**config.mk**
```make
export PLATFORM = sky130hd
export DESIGN_NAME = trap_ctrl
export DESIGN_NICKNAME = d
export VERILOG_FILES = /design/src/rtl/trap_ctrl.sv
export SDC_FILE = /design/constraint.sdc
export NUM_CORES = 1
export LEC_CHECK = 0
export CAP_MARGIN = 25
export CORE_UTILIZATION = 39
export DETAILED_ROUTE_END_ITERATION = 8
export PLACE_DENSITY_LB_ADDON = 0.25
export SLEW_MARGIN = 0
export SYNTH_ARGS = -nofsm -noshare
export SYNTH_HDL_FRONTEND = slang
export SYNTH_SLANG_ARGS = --single-unit
```
**constraint.sdc**
```tcl
create_clock -name sys_clk -period 2.3 [get_ports sys_clk]
set_input_delay 0.345 -clock sys_clk [delete_from_list [all_inputs] [get_ports sys_clk]]
set_output_delay 0.345 -clock sys_clk [all_outputs]
set_load 0.03 [all_outputs]
```
**src/rtl/trap_ctrl.sv**
```systemverilog
// trap_ctrl: trap/mret CSR sequencer issuing one PC redirect per request; mstatus update under TRAP_MSTATUS_EN
module trap_ctrl #(
  parameter logic [31:0] CAUSE_ECALL   = 32'd11,
  parameter logic [31:0] CAUSE_EBREAK  = 32'd3,
  parameter logic [31:0] CAUSE_ILLEGAL = 32'd2
) (
  input  logic        sys_clk,
  input  logic        sys_rst_n,
  input  logic        req_valid,
  output logic        req_ready,
  input  logic [1:0]  req_type,
  input  logic [31:0] req_pc,
  output logic [11:0] csr_raddr,
  input  logic [31:0] csr_rdata,
  output logic [11:0] csr_waddr1,
  output logic [31:0] csr_wdata1,
  output logic        csr_wen1,
  output logic [11:0] csr_waddr2,
  output logic [31:0] csr_wdata2,
  output logic        csr_wen2,
  output logic        pc_wen,
  output logic [31:0] pc_wdata,
  output logic        stall,
  output logic        done
);
  typedef enum logic [2:0] {IDLE, READ, WRITE, REDIR, SRD, SWR} state_t;
`ifdef TRAP_MSTATUS_EN
  localparam state_t POST = SRD;
`else
  localparam state_t POST = REDIR;
`endif
  state_t state, nxt;
  logic [1:0] typ;
  logic [31:0] pc, target, cause;
  logic mret;
  assign mret = typ == 2'b01;
  assign cause = typ == 2'b00 ? CAUSE_ECALL : typ == 2'b10 ? CAUSE_EBREAK : CAUSE_ILLEGAL;
  always_ff @(posedge sys_clk or negedge sys_rst_n)
    if (!sys_rst_n) begin
      state  <= IDLE;
      typ    <= 2'b00;
      pc     <= 32'd0;
      target <= 32'd0;
    end else begin
      state <= nxt;
      if (state == IDLE && req_valid) begin
        typ <= req_type;
        pc  <= req_pc;
      end
      if (state == READ) target <= csr_rdata & ~32'd3;
    end
  always_comb begin
    nxt = state == IDLE  ? (req_valid ? READ : IDLE) :
          state == READ  ? (mret ? POST : WRITE) :
          state == WRITE ? POST :
          state == SRD   ? SWR :
          state == SWR   ? REDIR : IDLE;
  end
  assign req_ready  = state == IDLE;
  assign stall      = state != IDLE;
  assign done       = state == REDIR;
  assign pc_wen     = state == REDIR;
  assign pc_wdata   = state == REDIR ? target : 32'd0;
  assign csr_wen2   = state == WRITE;
  assign csr_waddr2 = state == WRITE ? 12'h342 : 12'h000;
  assign csr_wdata2 = state == WRITE ? cause : 32'd0;
`ifdef TRAP_MSTATUS_EN
  logic [31:0] status, sw;
  always_ff @(posedge sys_clk or negedge sys_rst_n)
    if (!sys_rst_n) status <= 32'd0;
    else if (state == SRD) status <= csr_rdata;
  assign sw = mret ? {status[31:13], 2'b11, status[10:8], 1'b1, status[6:4], status[7], status[2:0]}
                   : {status[31:13], 2'b11, status[10:8], status[3], status[6:4], 1'b0, status[2:0]};
  assign csr_raddr  = state == READ ? (mret ? 12'h341 : 12'h305) : state == SRD ? 12'h300 : 12'h000;
  assign csr_wen1   = state == WRITE || state == SWR;
  assign csr_waddr1 = state == WRITE ? 12'h341 : state == SWR ? 12'h300 : 12'h000;
  assign csr_wdata1 = state == WRITE ? pc : state == SWR ? sw : 32'd0;
`else
  assign csr_raddr  = state == READ ? (mret ? 12'h341 : 12'h305) : 12'h000;
  assign csr_wen1   = state == WRITE;
  assign csr_waddr1 = state == WRITE ? 12'h341 : 12'h000;
  assign csr_wdata1 = state == WRITE ? pc : 32'd0;
`endif
endmodule

```
**Logic cells by family**

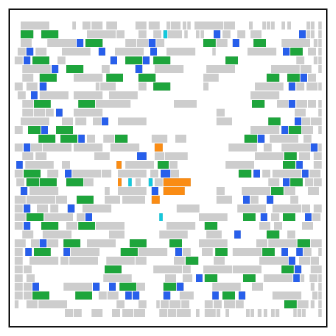
[blue] AND and OR gates | cells: 66 | where: widely spread
[cyan] inverters | cells: 4
[orange] NOR gates | cells: 6 | where: center
[green] multiplexers | cells: 65 | where: widely spread
Top cell excl fill/tap: buf_4
Post-Layout Cell Count: 547
logic share of the area: 31.0%

**M2 wires**

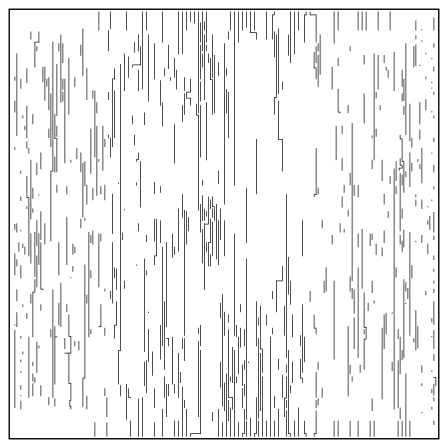
share of all routed wire: 47%
main direction: vertical
longest straight run: 66.0 µm

**Placed cells, one color a class**

Bar = 20 µm. Fill, decap, tap and diode cells in gray.
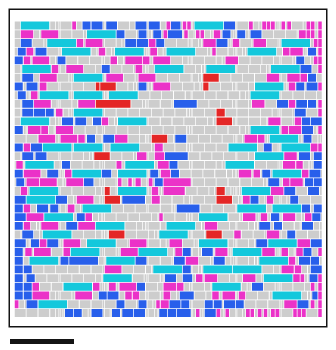
[cyan] flops | cells: 67 | share of their area: 34%
[red] clock drivers and dummy loads | cells: 15 | share of their area: 3.8%
[blue] other buffers and delay cells | cells: 159 | share of their area: 30%
[magenta] combinational and other logic | cells: 198 | share of their area: 32%
Util after Layout: 56.3%
Placeable Area: 8890 µm²

[power breakdown]
part           internal (W)  switching (W)  total [W]  leakage, nW
registers           0.00178       0.000293    0.00208        0.790
logic               0.00200        0.00223    0.00423         1.57
clock network      0.000491       0.000442   0.000933       0.0881
total               0.00427        0.00297    0.00724         2.45
[cell families after synthesis]
| kind of cell | count (synthesis) |
|---|---|
| AOI/OAI and AO/OA | 3 |
| buffers and inverters | 85 |
| DFF | 67 |
| muxes | 65 |
| other | 1 |
| and+or+nand+nor | 72 |
[what timing repair did]
item / in CTS / in global routing
gates resized: 6 / 5
endpoints found under the setup margin: 5 / 5
pin swaps: 0 / 1
cloned: 0 / 1
setup buffers: 0 / 0
[state kept, by name, indices dropped and copies added, names as in the netlist]
signal  flops
typ         2
pc         32
state       3
target     30
==> flow_summary_export.csv <==
group,metric,value,unit
worst_setup_path,reg2reg_from,"state[0]",
pwr,power.total,0.00724,W
die,rows,34,
route,num_vias,2383,
finish,logic_gate_count,194,
route,wl_per_cell,13.3,µm
synthesis,ys_cells,293,
finish,fin_area,5000,µm²
finish,buffers,159,
finish,nets,504,
worst_setup_path,critPathKind,"flip-flop to output pin",
global_routing,top_usage_layer,"met2",
clock_tree,clk_path_buf_depth,2,
clock_tree,clock_tree.root_cell,"clkbuf_8",
timing,fin_crit,2160,ps
die,dieArea,9740,µm²
finish,clkbuf_count,10,
finish,drive_gt1_share,38.0,%
worst_setup_path,critPathBufInv,3,
worst_setup_path,crit_required,1960,ps
clock_tree,clk_pin_slew,70,ps
worst_setup_path,endpoint,"csr_raddr[2]",
finish,final_cell_mix,"buf_4 (81), dfrtp_1 (67), clkdlybuf4s50_1 (65)",
job,cap_violations,0,
route,top_layer_used,"met4",
synthesis,synthesis.area,3650,µm²
synthesis,common_cells,"buf_4 (70), dfrtp_1 (67), and2_1 (62)",
synthesis,netlist_instances,293,
worst_setup_path,crit_start,"state[1]",
timing,rsz0062_at_grt,"false",
worst_hold_path,hp-class,"input port to asynchronous set/reset pin",
pwr,ir_worst_vdd,0.000931,V
placement,dp_slack,240,ps
clock_tree,h-tree-depth,3,
worst_setup_path,worstSetupEndpointType,"output pin",
worst_setup_path,r2r_end,"pc[31]",
finish,diodes,0,
synthesis,top_area_cell,"dfrtp_1",
placement,dp.cells,531,
global_routing,met3_usage,5.67,%
finish,sh_seq_area,33.5,%
status,status,"completed",
route,initialDrtViolationCount,56,
timing,timing.final.ws_setup,141,ps
finish,layout.area.comb,1550,µm²
route,firstDrtPassIters,4,
route,dr_wl_met2,3440,µm
finish,buffer_area_share,28.8,%
placement,placed_area,4780,µm²
synthesis,flop_cell,"dfrtp_1",
Power figures rest on the tool's default switching activity, not on a simulated workload.
